==> images/closeup.png <==
Region (36, 36) to (76, 76) µm. Cells in gray, sequential cells in the stronger gray; small squares are vias.
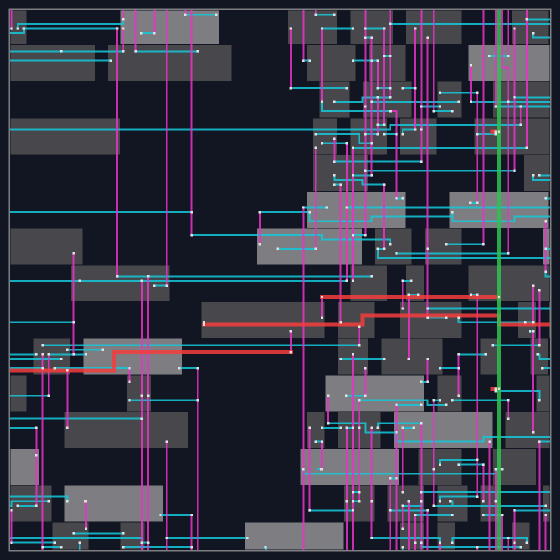
==> images/layers.png <==
Scale: 3 px per µm. Two of the layers only.
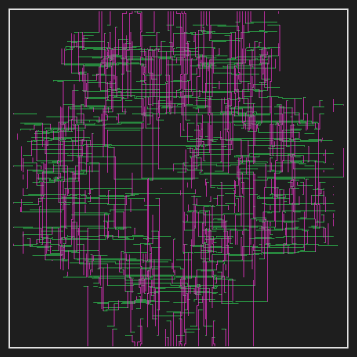
==> images/placed.png <==
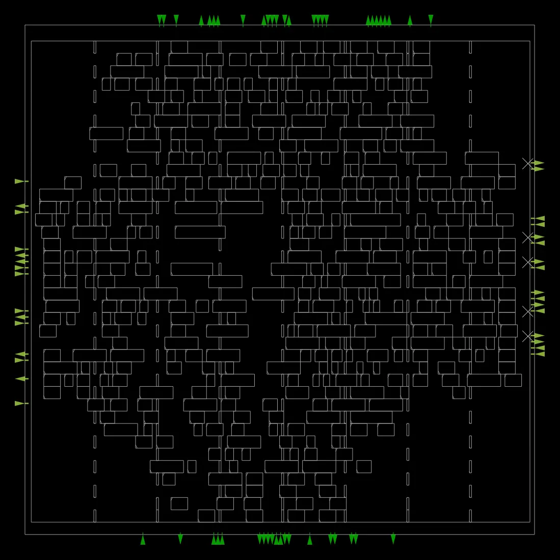
==> images/pinout.png <==
Scale: 4 px per µm. Pins as bars across the die edge, other pins in gray.
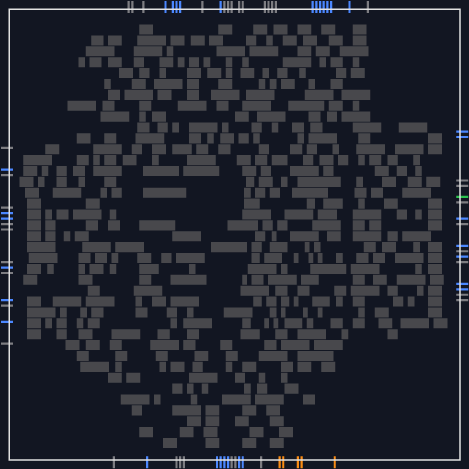
==> images/m2.png <==
Scale: 3 px per µm.
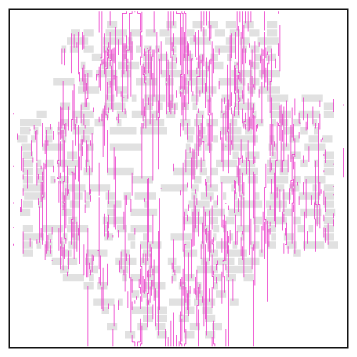
**src/rtl/pipe_stage_reg.sv**
```systemverilog
// Elastic pipeline register: STAGES chained slices, each a main register plus a
// one-deep skid, so upstream ready is always registered and never sees out_ready.
module pipe_stage_reg #(
    parameter int               WIDTH     = 32,
    parameter int               STAGES    = 1,
    parameter logic [WIDTH-1:0] RESET_VAL = '0,
    parameter int               CNT_W     = 5
) (
    input  logic             clk,
    input  logic             rst,
    input  logic             flush,
    input  logic             in_valid,
    output logic             in_ready,
    input  logic [WIDTH-1:0] in_data,
    output logic             out_valid,
    input  logic             out_ready,
    output logic [WIDTH-1:0] out_data,
    output logic [CNT_W-1:0] occupancy
);

    logic [STAGES-1:0] main_valid;
    logic [STAGES-1:0] slice_ready;
    logic [WIDTH-1:0]  main_data [STAGES];

    // Holds in_ready low until the first edge that samples rst high.
    logic             run_reg;
    logic [CNT_W-1:0] occ_reg;
    logic             in_accept;
    logic             out_consume;

    always_ff @(posedge clk) begin
        run_reg <= rst;
    end

    for (genvar gi = 0; gi < STAGES; gi++) begin : g_slice
        logic             main_valid_reg;
        logic             skid_valid_reg;
        logic [WIDTH-1:0] main_data_reg;
        logic [WIDTH-1:0] skid_data_reg;
        logic             up_valid;
        logic [WIDTH-1:0] up_data;
        logic             down_ready;
        logic             accept;
        logic             consume;

        if (gi == 0) begin : g_head
            assign up_valid = in_valid;
            assign up_data  = in_data;
        end else begin : g_body
            assign up_valid = main_valid[gi-1];
            assign up_data  = main_data[gi-1];
        end

        if (gi == STAGES - 1) begin : g_tail
            assign down_ready = out_ready;
        end else begin : g_link
            assign down_ready = slice_ready[gi+1];
        end

        assign slice_ready[gi] = ~skid_valid_reg & ((gi != 0) | run_reg);
        assign accept          = up_valid & slice_ready[gi];
        assign consume         = main_valid_reg & down_ready;
        assign main_valid[gi]  = main_valid_reg;
        assign main_data[gi]   = main_data_reg;

        always_ff @(posedge clk) begin
            if (!rst || flush) begin
                main_valid_reg <= 1'b0;
                skid_valid_reg <= 1'b0;
                main_data_reg  <= RESET_VAL;
                skid_data_reg  <= RESET_VAL;
            end else if (!main_valid_reg || consume) begin
                // accept is impossible while the skid is full, so the skid drains first
                if (skid_valid_reg) begin
                    main_valid_reg <= 1'b1;
                    main_data_reg  <= skid_data_reg;
                    skid_valid_reg <= 1'b0;
                end else if (accept) begin
                    main_valid_reg <= 1'b1;
                    main_data_reg  <= up_data;
                end else begin
                    main_valid_reg <= 1'b0;
                end
            end else if (accept) begin
                skid_valid_reg <= 1'b1;
                skid_data_reg  <= up_data;
            end
        end
    end

    assign in_ready    = slice_ready[0];
    assign out_valid   = main_valid[STAGES-1];
    assign out_data    = main_data[STAGES-1];
    assign in_accept   = in_valid & in_ready;
    assign out_consume = out_valid & out_ready;

    // Internal slice-to-slice moves conserve beats, so only the ends change the count.
    always_ff @(posedge clk) begin
        if (!rst || flush) begin
            occ_reg <= '0;
        end else begin
            occ_reg <= occ_reg + CNT_W'(in_accept) - CNT_W'(out_consume);
        end
    end

    assign occupancy = occ_reg;

endmodule

```
**config.mk**
```make
export PLATFORM = sky130hd
export DESIGN_NAME = pipe_stage_reg
export DESIGN_NICKNAME = d
export VERILOG_FILES = /design/src/rtl/pipe_stage_reg.sv
export SDC_FILE = /design/constraint.sdc
export NUM_CORES = 1
export LEC_CHECK = 0
export CELL_PAD_IN_SITES_DETAIL_PLACEMENT = 1
export CELL_PAD_IN_SITES_GLOBAL_PLACEMENT = 2
export CORE_MARGIN = 1
export CORE_UTILIZATION = 28
export CTS_CLUSTER_DIAMETER = 100
export DETAILED_ROUTE_END_ITERATION = 8
export GPL_ROUTABILITY_DRIVEN = 0
export PLACE_DENSITY = 0.84
export SYNTH_ARGS = -nofsm -noshare
export SYNTH_HDL_FRONTEND = slang
export SYNTH_SLANG_ARGS = --single-unit
```
**constraint.sdc**
```tcl
create_clock -name clk -period 2.7 [get_ports clk]
set_input_delay 0.405 -clock clk [delete_from_list [all_inputs] [get_ports clk]]
set_output_delay 0.405 -clock clk [all_outputs]
set_load 0.02 [all_outputs]
```
==> impl_metrics.tcl <==
# metrics dict for downstream scripts
set metrics [dict create \
    r2r_start "run_reg" \
    drc 5 \
    cts_buffers 9 \
    failed_checks "design-rule violations" \
    ios 76 \
    maxCapViolations 0 \
    relSlewSlack 0.584 \
    post-synth-top-count-cell "dfxtp_1" \
    cts_sinks 72 \
    netlist_area_um2 3410 \
    top_logic_kind "AND-OR/OR-AND gates" \
    sh_comb_area 0.374 \
    p_leak_nw 1.41 \
    areaGrowthSynthToFinish_pct 34.0 \
    status "complete, but fails checks" \
    synth-cells-yosys 342 \
    layout_setup_ws_ns 0.130 \
    met1_usage 0.200 \
    aoi_share 0.292 \
    skew_ns 0.00282 \
    power_density_nw_per_um2 593 \
]
About closeup.png:
| color | layer |
|---|---|
| red | M3 |
| cyan | M1 |
| magenta | M2 |
| green | M4 |
most frequent: dfxtp_1 (10), buf_4 (7), clkbuf_16 (6)
sequential cells in the window: 11
cells with their middle in the window: 64
netlist names of flops here include: occupancy (3), out_data (3), g_slice.skid_data_reg (2)

About layers.png:
| color | layer | wire length |
|---|---|---|
| green | M1 | 4,290 µm |
| magenta | M2 | 4,890 µm |
via count: 2,856
WL per Instance: 17.3 µm
Detailed Route WL: 9580 µm
gr usage total: 0.161

About placed.png:
flop count: 72
filler cell count: 1,306

About pinout.png:
| color | port | pins | direction | edge |
|---|---|---|---|---|
| orange | occupancy | 5 | output | south |
| blue | out_data | 32 | output | 12 north, 7 south, 7 east, 6 west |
| green | out_valid | 1 | output | east |
all pins by edge: 26 north, 19 south, 16 east, 15 west

About m2.png:
nets with wire on the layer: 405
main direction: vertical
share of all routed wire: 51%

[kinds of logic after synthesis]
kind of cell               count (synthesis)
AOI/OAI and AO/OA                        136
xor gates and xnor gates                   2
adders and majority gates                  6
buffers and inverters                     43
DFF                                       72
muxes                                     32
and+or+nand+nor                           51
[report_power, final]
group          switching [W]  internal, W  total, W
clock               0.000461     0.000858   0.00132
combinational       0.000160     0.000132  0.000292
sequential         0.0000138      0.00108   0.00110
[critical path: stages]
cell	delay [ns]
clkdlybuf4s50_1	0.47
and3b_2	0.25
inv_8	0.03
ha_1	0.27
inv_1	0.06
ha_1	0.15
inv_1	0.05
fa_1	0.40
nand2b_1	0.18
a2111oi_0	0.39
o21bai_1	0.17
